`src/rtl/la_ser_pkg.sv`:
```
// Shared types and constants for the logic-analyzer serial transmitter.
// Optional parity is enabled by defining LA_SER_TX_PARITY_EN.
package la_ser_pkg;

    typedef enum logic [2:0] {
        IDLE,
        START,
        DATA,
        PARITY,
        STOP
    } tx_state_e;

    localparam logic SER_IDLE_LVL  = 1'b1;
    localparam logic SER_START_LVL = 1'b0;

    function automatic int unsigned ser_frame_len(input int unsigned width,
                                                  input int unsigned div,
                                                  input bit          parity_en);
        return (width + 2 + (parity_en ? 1 : 0)) * div;
    endfunction

endpackage

```
`src/rtl/la_bit_timer.sv`:
```
// Bit-period divider: counts 0..DIV-1 while running and strobes on the last count.
// Shared with the matching receiver.
module la_bit_timer #(
    parameter int unsigned DIV = 4,
    localparam int unsigned CW = (DIV > 1) ? $clog2(DIV) : 1
) (
    input  logic clk,
    input  logic rst,
    input  logic run,
    output logic bit_tick,
    output logic tick_next
);

    localparam logic [CW-1:0] LAST = CW'(DIV - 1);

    logic [CW-1:0] cnt_q;
    logic [CW-1:0] cnt_d;

    always_comb begin
        cnt_d = cnt_q + CW'(1);
        if (!run || cnt_q == LAST) begin
            cnt_d = '0;
        end
    end

    assign bit_tick  = run && (cnt_q == LAST);
    // Lets the owner register outputs that must line up with the final count.
    assign tick_next = (cnt_d == LAST);

    always_ff @(posedge clk or posedge rst) begin
        if (rst) begin
            cnt_q <= '0;
        end else begin
            cnt_q <= cnt_d;
        end
    end

endmodule

```
`src/rtl/la_serial_tx.sv`:
```
// Framed parallel-to-serial transmitter: start, data LSB first, optional even parity, stop.
// Parity stage is built only when LA_SER_TX_PARITY_EN is defined.
module la_serial_tx
    import la_ser_pkg::*;
#(
    parameter int unsigned WIDTH = 128,
    parameter int unsigned DIV   = 4
) (
    input  logic             wb_clk_i,
    input  logic             wb_rst_i,
    input  logic [WIDTH-1:0] la_data_in,
    input  logic             load_valid,
    output logic             load_ready,
    output logic             ser_out,
    output logic             ser_frame,
    output logic             busy,
    output logic             done
);

    localparam int unsigned   IW       = $clog2(WIDTH);
    localparam logic [IW-1:0] LAST_BIT = IW'(WIDTH - 1);

    tx_state_e        state_q, state_d;
    logic [WIDTH-1:0] shift_q, shift_d;
    logic [IW-1:0]    idx_q, idx_d;
    logic             bit_tick, tick_next, run, xfer;
    logic             ser_out_d, ser_frame_d, busy_d, done_d, load_ready_d;
`ifdef LA_SER_TX_PARITY_EN
    logic             parity_q, parity_d;
`endif

    assign run  = (state_q != IDLE);
    assign xfer = load_valid && load_ready;

    la_bit_timer #(
        .DIV(DIV)
    ) u_bit_timer (
        .clk      (wb_clk_i),
        .rst      (wb_rst_i),
        .run      (run),
        .bit_tick (bit_tick),
        .tick_next(tick_next)
    );

    always_comb begin
        state_d = state_q;
        shift_d = shift_q;
        idx_d   = idx_q;
`ifdef LA_SER_TX_PARITY_EN
        parity_d = parity_q;
`endif
        unique case (state_q)
            IDLE: begin
                if (xfer) begin
                    state_d = START;
                    shift_d = la_data_in;
`ifdef LA_SER_TX_PARITY_EN
                    parity_d = ^la_data_in;
`endif
                end
            end
            START: begin
                if (bit_tick) state_d = DATA;
            end
            DATA: begin
                if (bit_tick) begin
                    shift_d = shift_q >> 1;
                    if (idx_q == LAST_BIT) begin
                        idx_d = '0;
`ifdef LA_SER_TX_PARITY_EN
                        state_d = PARITY;
`else
                        state_d = STOP;
`endif
                    end else begin
                        idx_d = idx_q + IW'(1);
                    end
                end
            end
`ifdef LA_SER_TX_PARITY_EN
            PARITY: begin
                if (bit_tick) state_d = STOP;
            end
`endif
            STOP: begin
                if (bit_tick) state_d = IDLE;
            end
            default: state_d = IDLE;
        endcase
    end

    // Outputs are decoded from the next state so the registered pins change with the state.
    always_comb begin
        ser_out_d   = SER_IDLE_LVL;
        ser_frame_d = 1'b0;
        case (state_d)
            START: ser_out_d = SER_START_LVL;
            DATA: begin
                ser_out_d   = shift_d[0];
                ser_frame_d = 1'b1;
            end
`ifdef LA_SER_TX_PARITY_EN
            PARITY: ser_out_d = parity_d;
`endif
            default: ser_out_d = SER_IDLE_LVL;
        endcase
        busy_d       = (state_d != IDLE);
        load_ready_d = (state_d == IDLE);
        done_d       = (state_d == STOP) && tick_next;
    end

    always_ff @(posedge wb_clk_i or posedge wb_rst_i) begin
        if (wb_rst_i) begin
            state_q    <= IDLE;
            shift_q    <= '0;
            idx_q      <= '0;
            ser_out    <= SER_IDLE_LVL;
            ser_frame  <= 1'b0;
            busy       <= 1'b0;
            done       <= 1'b0;
            load_ready <= 1'b1;
`ifdef LA_SER_TX_PARITY_EN
            parity_q   <= 1'b0;
`endif
        end else begin
            state_q    <= state_d;
            shift_q    <= shift_d;
            idx_q      <= idx_d;
            ser_out    <= ser_out_d;
            ser_frame  <= ser_frame_d;
            busy       <= busy_d;
            done       <= done_d;
            load_ready <= load_ready_d;
`ifdef LA_SER_TX_PARITY_EN
            parity_q   <= parity_d;
`endif
        end
    end

endmodule

```
`config.mk`:
```
export PLATFORM = sky130hd
export DESIGN_NAME = la_serial_tx
export DESIGN_NICKNAME = d
export VERILOG_FILES = /design/src/rtl/la_ser_pkg.sv /design/src/rtl/la_bit_timer.sv /design/src/rtl/la_serial_tx.sv
export SDC_FILE = /design/constraint.sdc
export NUM_CORES = 1
export LEC_CHECK = 0
export ABC_AREA = 1
export CAP_MARGIN = 10
export CORE_UTILIZATION = 52
export DETAILED_ROUTE_END_ITERATION = 16
export GPL_ROUTABILITY_DRIVEN = 0
export HOLD_SLACK_MARGIN = 0.06
export PLACE_DENSITY = 0.81
export SETUP_SLACK_MARGIN = 0.15
export SYNTH_ARGS = -nofsm -noshare
export SYNTH_HDL_FRONTEND = slang
export SYNTH_SLANG_ARGS = --single-unit
```
`constraint.sdc`:
```
create_clock -name wb_clk_i -period 10.29 [get_ports wb_clk_i]
set_input_delay 1.029 -clock wb_clk_i [delete_from_list [all_inputs] [get_ports wb_clk_i]]
set_output_delay 1.029 -clock wb_clk_i [all_outputs]
set_load 0.05 [all_outputs]
```
### Layout detail, run 1

Region (44, 44) to (69, 69) um. Cells in grey, sequential cells in the stronger grey; small squares are vias.
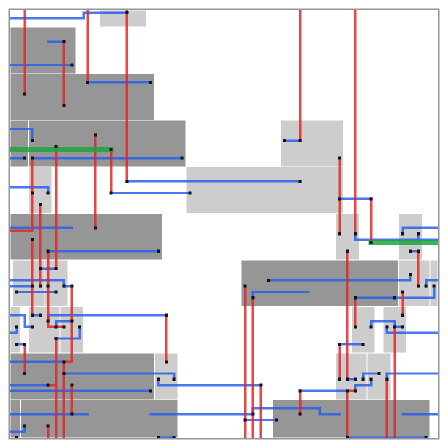
legend:
  blue:
    layer: met1
  green:
    layer: met3
  red:
    layer: met2
most frequent: nand2_1 (9), dfrtp_1 (7), nand3_1 (4)
cells with their middle in the window: 22
sequential cells in the window: 7
netlist names of flops here include: shift_q (6), idx_q (1)

### Clock routing, run 1

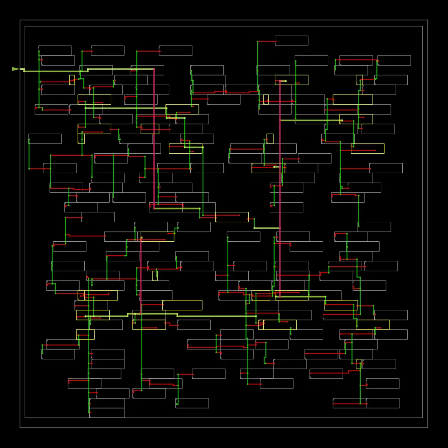
clk pwr: 586 uW
CTS Sinks: 145

### Clock network drawn from the DEF, run 1

(4 px per um)
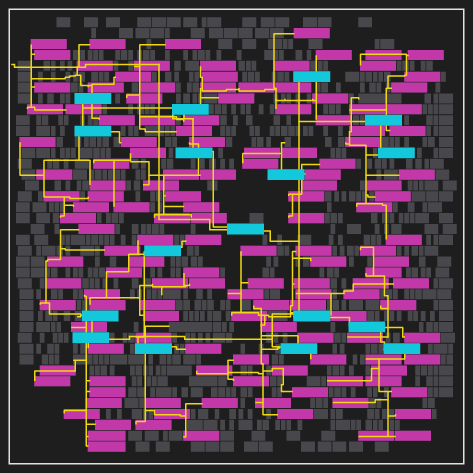
legend:
  cyan:
    item: cells driving clock nets
    count: 17
  magenta:
    item: flip-flops
    count: 145
  yellow:
    item: clock wires
    length: 1600 um
flops lie: all over the die

run 1: state kept, by name, summed over array words and instances, names as in the netlist:
name / flops
shift_q: 128
done: 1
idx_q: 7
busy: 1
u_bit_timer.cnt_q: 2
state_q: 3
ser_frame: 1
load_ready: 1
ser_out: 1
run 1: logic make-up (layout without fill, tap and decap cells):
logic type,count (synthesis),count (layout)
DFF,145,145
adders and majority gates,2,2
and+or+nand+nor,566,566
buffers and inverters,54,184
xor gates and xnor gates,3,3
AOI/OAI and AO/OA,5,5
run 1: routing by layer:
| metal | global-route usage (%) | share of wire, % | vias to the layer above |
|---|---|---|---|
| met5 | 0 | 0 | - |
| met4 | 5.526 | 0.90 | 0 |
| met3 | 6.160 | 5.0 | 9 |
| met1 | 32.33 | 49 | 2438 |
| li1 | - | - | 2696 |
| met2 | 32.88 | 45 | 156 |
run 1: area by class of cell:
class,count,area [um2],share of cell area [%]
inverter,13,56.30,0.6812
multi-input combinational,576,2440,29.52
clock buffer,25,485.5,5.873
sequential,145,3631,43.93
timing repair buffer,140,1389,16.80
tap,147,183.9,2.225
clock inverter,6,80.08,0.9688
run 1: cells in the mapped netlist, drive strengths merged (2+ instances only):
| library cell | n |
|---|---|
| nor2 | 12 |
| nand3 | 135 |
| ha | 2 |
| dfrtp | 143 |
| clkbuf | 4 |
| xnor2 | 2 |
| a21oi | 3 |
| buf | 37 |
| nand4 | 5 |
| inv | 13 |
| nand2 | 413 |
| dfstp | 2 |
run 1: worst max-delay path, cell delays in order:
cell and delay [ns]:
clkdlybuf4s50_1 0.45, nand2_1 0.10, nor2_4 0.19, buf_4 0.52
buf_4 0.64, nand2_1 0.16, nand3_1 0.12
run 1: power groups by stage:
stage               combinational, uW  sequential, uW  clock (uW)
floorplan                        8.25             581           0
global placement                 64.2             581           0
CTS                              63.5             571         597
global route                     67.5             570         626
finish                           62.4             571         586
detailed placement               62.9             581           0
run 1: worst min path at each step:
stage	slack (ns)	endpoint	startpoint
after floorplan	0.42	u_bit_timer.cnt_q[0]	u_bit_timer.cnt_q[0]
after global placement	0.44	u_bit_timer.cnt_q[0]	u_bit_timer.cnt_q[0]
after detailed placement	0.47	shift_q[127]	shift_q[127]
after CTS	0.48	u_bit_timer.cnt_q[0]	u_bit_timer.cnt_q[0]
after global routing	0.50	shift_q[46]	shift_q[46]
final	0.47	u_bit_timer.cnt_q[0]	u_bit_timer.cnt_q[0]
run 1: stage by stage:
stage / hold WS [ns] / instance area (um2) / instances / util, % / setup slack (ns)
after floorplan: 0.4199 / 6434 / 775 / - / 5.370
after global placement: 0.4416 / 7700 / 1021 / 64.10 / 7.009
after detailed placement: 0.4651 / 7700 / 1021 / 64.10 / 6.948
after CTS: 0.4778 / 8265 / 1052 / 68.81 / 7.393
after global routing: 0.4960 / 8265 / 1052 / 68.81 / 7.199
final: 0.4730 / 8265 / 1052 / 68.81 / 7.381
==> results_slide.txt, run 1 <==
Key Metrics from the Run

Synth
  • Floorplan net count: 908
  • Count of cell types in the netlist: 24
  • Yosys aoi share: 0.4278%
  • Post-Synth Adder-Cell Area: 0.3890%
  • Yosys warning total: 0

Timing
  • Setup violators final: 0

Cells and area
  • Ant. Diodes: 0
  • Fillers: 950

Drt
  • Drc violations: 0
  • Final wirelength: 13290 um

Critical path
  • R2r endpoint: shift_q[49]
  • RR Startpoint: u_bit_timer.cnt_q[0]

Global route
  • Vias in the first global route: 4840
  • Pin count of the biggest net entering global routing: 80
  • GR Overflow Total: 0
  • Initial antenna violation count: 0

Min path
  • Hold Path Class: register to register

Power and ir drop
  • Comb pwr share: 5.1%

Clock tree
  • Clock Pin Slew Worst Setup and Hold Paths: 0.05 ns

Die
  • IO Pins: 136

Outcome
  • Status: finished, final reports clean
==> run 1 -> run 2 <==
--- a/config.mk
+++ b/config.mk
@@ -7,11 +7,11 @@
 export LEC_CHECK = 0
 export ABC_AREA = 1
 export CAP_MARGIN = 10
-export CORE_UTILIZATION = 52
+export CORE_UTILIZATION = 46
 export DETAILED_ROUTE_END_ITERATION = 16
 export GPL_ROUTABILITY_DRIVEN = 0
 export HOLD_SLACK_MARGIN = 0.06
-export PLACE_DENSITY = 0.81
+export PLACE_DENSITY = 0.76
 export SETUP_SLACK_MARGIN = 0.15
 export SYNTH_ARGS = -nofsm -noshare
 export SYNTH_HDL_FRONTEND = slang
==> constraint.sdc (replaced) <==
create_clock -name wb_clk_i -period 2.6 [get_ports wb_clk_i]
set_input_delay 0.26 -clock wb_clk_i [delete_from_list [all_inputs] [get_ports wb_clk_i]]
set_output_delay 0.26 -clock wb_clk_i [all_outputs]
set_load 0.05 [all_outputs]
==> run 2 against run 1 <==
Sequential share of layout area fell by 0.21 points. Final cell count is 2.6% higher. Routed wire length grew 5.2%. Synthesized cell count is the same. Final area up 0.47%. Flip-flop count unchanged. Critical endpoint is now shift_q[79]. Highest routed layer unchanged.
==> results_slide.txt, run 2 <==
Key Metrics from the Run

Power and ir drop
  • Comb pwr share: 5.4% (+0.3 points)

Placement
  • Dpl ws: 0.3080 ns (-6.641 ns)

Synth
  • Count of cell types in the netlist: 24 (unchanged)
  • Top cells by count: 412 x nand2_1, 143 x dfrtp_1, 134 x nand3_1
  • Yosys warning total: 0 (unchanged)
  • Floorplan net count: 908 (unchanged)
  • Count leader, synth: nand2_1

Critical path
  • Slowest cell on crit path: nor2_8
  • Critical path's largest stage delay: 0.45 ns (-0.19 ns)
  • R2r endpoint: shift_q[79]
  • CP bufs+invs: 2 (-1)
  • CP cell instances: ha_1 -> nand3_4 -> inv_4 -> nor2_8 -> buf_4 -> nand2_1 -> nand3_1
  • CP delay by family, top: simple AND/OR/NAND/NOR gates

Die
  • IO Pins: 136 (unchanged)

Drt
  • Final wirelength: 13980 um (+5.2%)
  • Top sig layer: met4
  • DR WL met3: 747 um (+12%)
  • WL met1: 6925 um (+7.3%)

Timing
  • Setup violators final: 0 (unchanged)
  • Final worst slack: 0.5794 ns (-6.802 ns)

Cells and area
  • Biggest register: shift_q
  • Regs by FF count: shift_q: 128 flops, idx_q: 7 flops, state_q: 3 flops
  • Fillers: 1169 (+23%)
  • Largest register FFs: 128 (unchanged)
  • Fin util: 61.73% (-7.1 points)
  • Ant. Diodes: 0 (unchanged)

Global route
  • GR Overflow Total: 0 (unchanged)
  • Pin count of the biggest net entering global routing: 135 (+69%)
  • Initial antenna violation count: 0 (unchanged)

Min path
  • Hold Path Class: input pin to asynchronous set/reset pin

Outcome
  • Status: finished, final reports clean

Clock tree
  • CTS Sinks: 145 (unchanged)
[run 2: netlist changes by cell type in the layout (fill, tap and decap cells not counted)]
cell        change
clkinv_2        -4
buf_12          +3
buf_4           -2
bufinv_16       -2
clkbuf_8        +2
clkinvlp_4      +1
inv_6           -1
nor2_4          +1
[run 2: final cells by class]
class,count,area [um2],area share [%]
Sequential cell,145,3631,43.72
Timing Repair Buffer,141,1434,17.27
Clock buffer,27,513.0,6.177
Multi-Input combinational cell,577,2451,29.52
Tap cell,176,220.2,2.652
Inverter,13,55.05,0.6630
[run 2: logic make-up (layout without fill, tap and decap cells)]
logic type	count (synthesis)	count (layout)	share of synthesized area (%)
flops	145	145	56.44
compound gates	5	5	0.4277
buf+inv	54	181	5.640
fa+ha+maj	2	2	0.3889
xor+xnor	3	3	0.4085
simple gates	566	567	36.70
[run 2: routing by layer]
metal,vias up,track usage [%]
li1,2691,-
met1,2456,28.79
met2,148,30.24
met3,16,4.528
met4,0,6.713
met5,-,0
[run 2: worst max path at each step]
stage,start,to,slack (ns),cells past startpoint
after floorplan,wb_rst_i,busy,0.52,1
after global placement,load_valid,shift_q[86],0.35,7
after detailed placement,load_valid,shift_q[76],0.31,7
after CTS,u_bit_timer.cnt_q[0],shift_q[79],0.31,7
after global routing,u_bit_timer.cnt_q[0],shift_q[79],0.40,7
final,u_bit_timer.cnt_q[0],shift_q[79],0.58,7
[run 2: metrics by stage]
step           cells  instance area, um2  power [uW]  hold WS, ns
3_5_place_dp    1051                7780        2550       0.4408
5_1_grt         1079                8304        4813       0.4024
4_1_cts         1078                8293        4699       0.3707
3_3_place_gp    1051                7780        2552       0.4378
2_1_floorplan    775                6437        2332       0.3766
6_report        1079                8304        4649       0.3278
[run 2: tightest hold or removal path: cells and delay by family]
family   cells  cell delay (ns)
buf+inv      3             0.90
[run 2: power groups by stage]
stage                     clock network [uW]  registers, uW  logic (uW)
after floorplan                            0           2300        33.1
after global placement                     0           2300         254
after detailed placement                   0           2300         252
after CTS                               2190           2260         254
after global routing                    2280           2260         270
final                                   2140           2260         249
### Clock routing, run 2

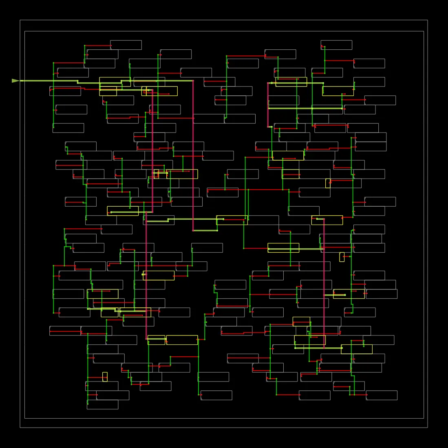
Seq cells: 145
clk pwr: 2140 uW
Num CTS Buffers: 17
clock buffers: 27
Clk Latency, worst-skew pair: 0.41 ns

Power figures rest on the tool's default switching activity, not on a simulated workload.
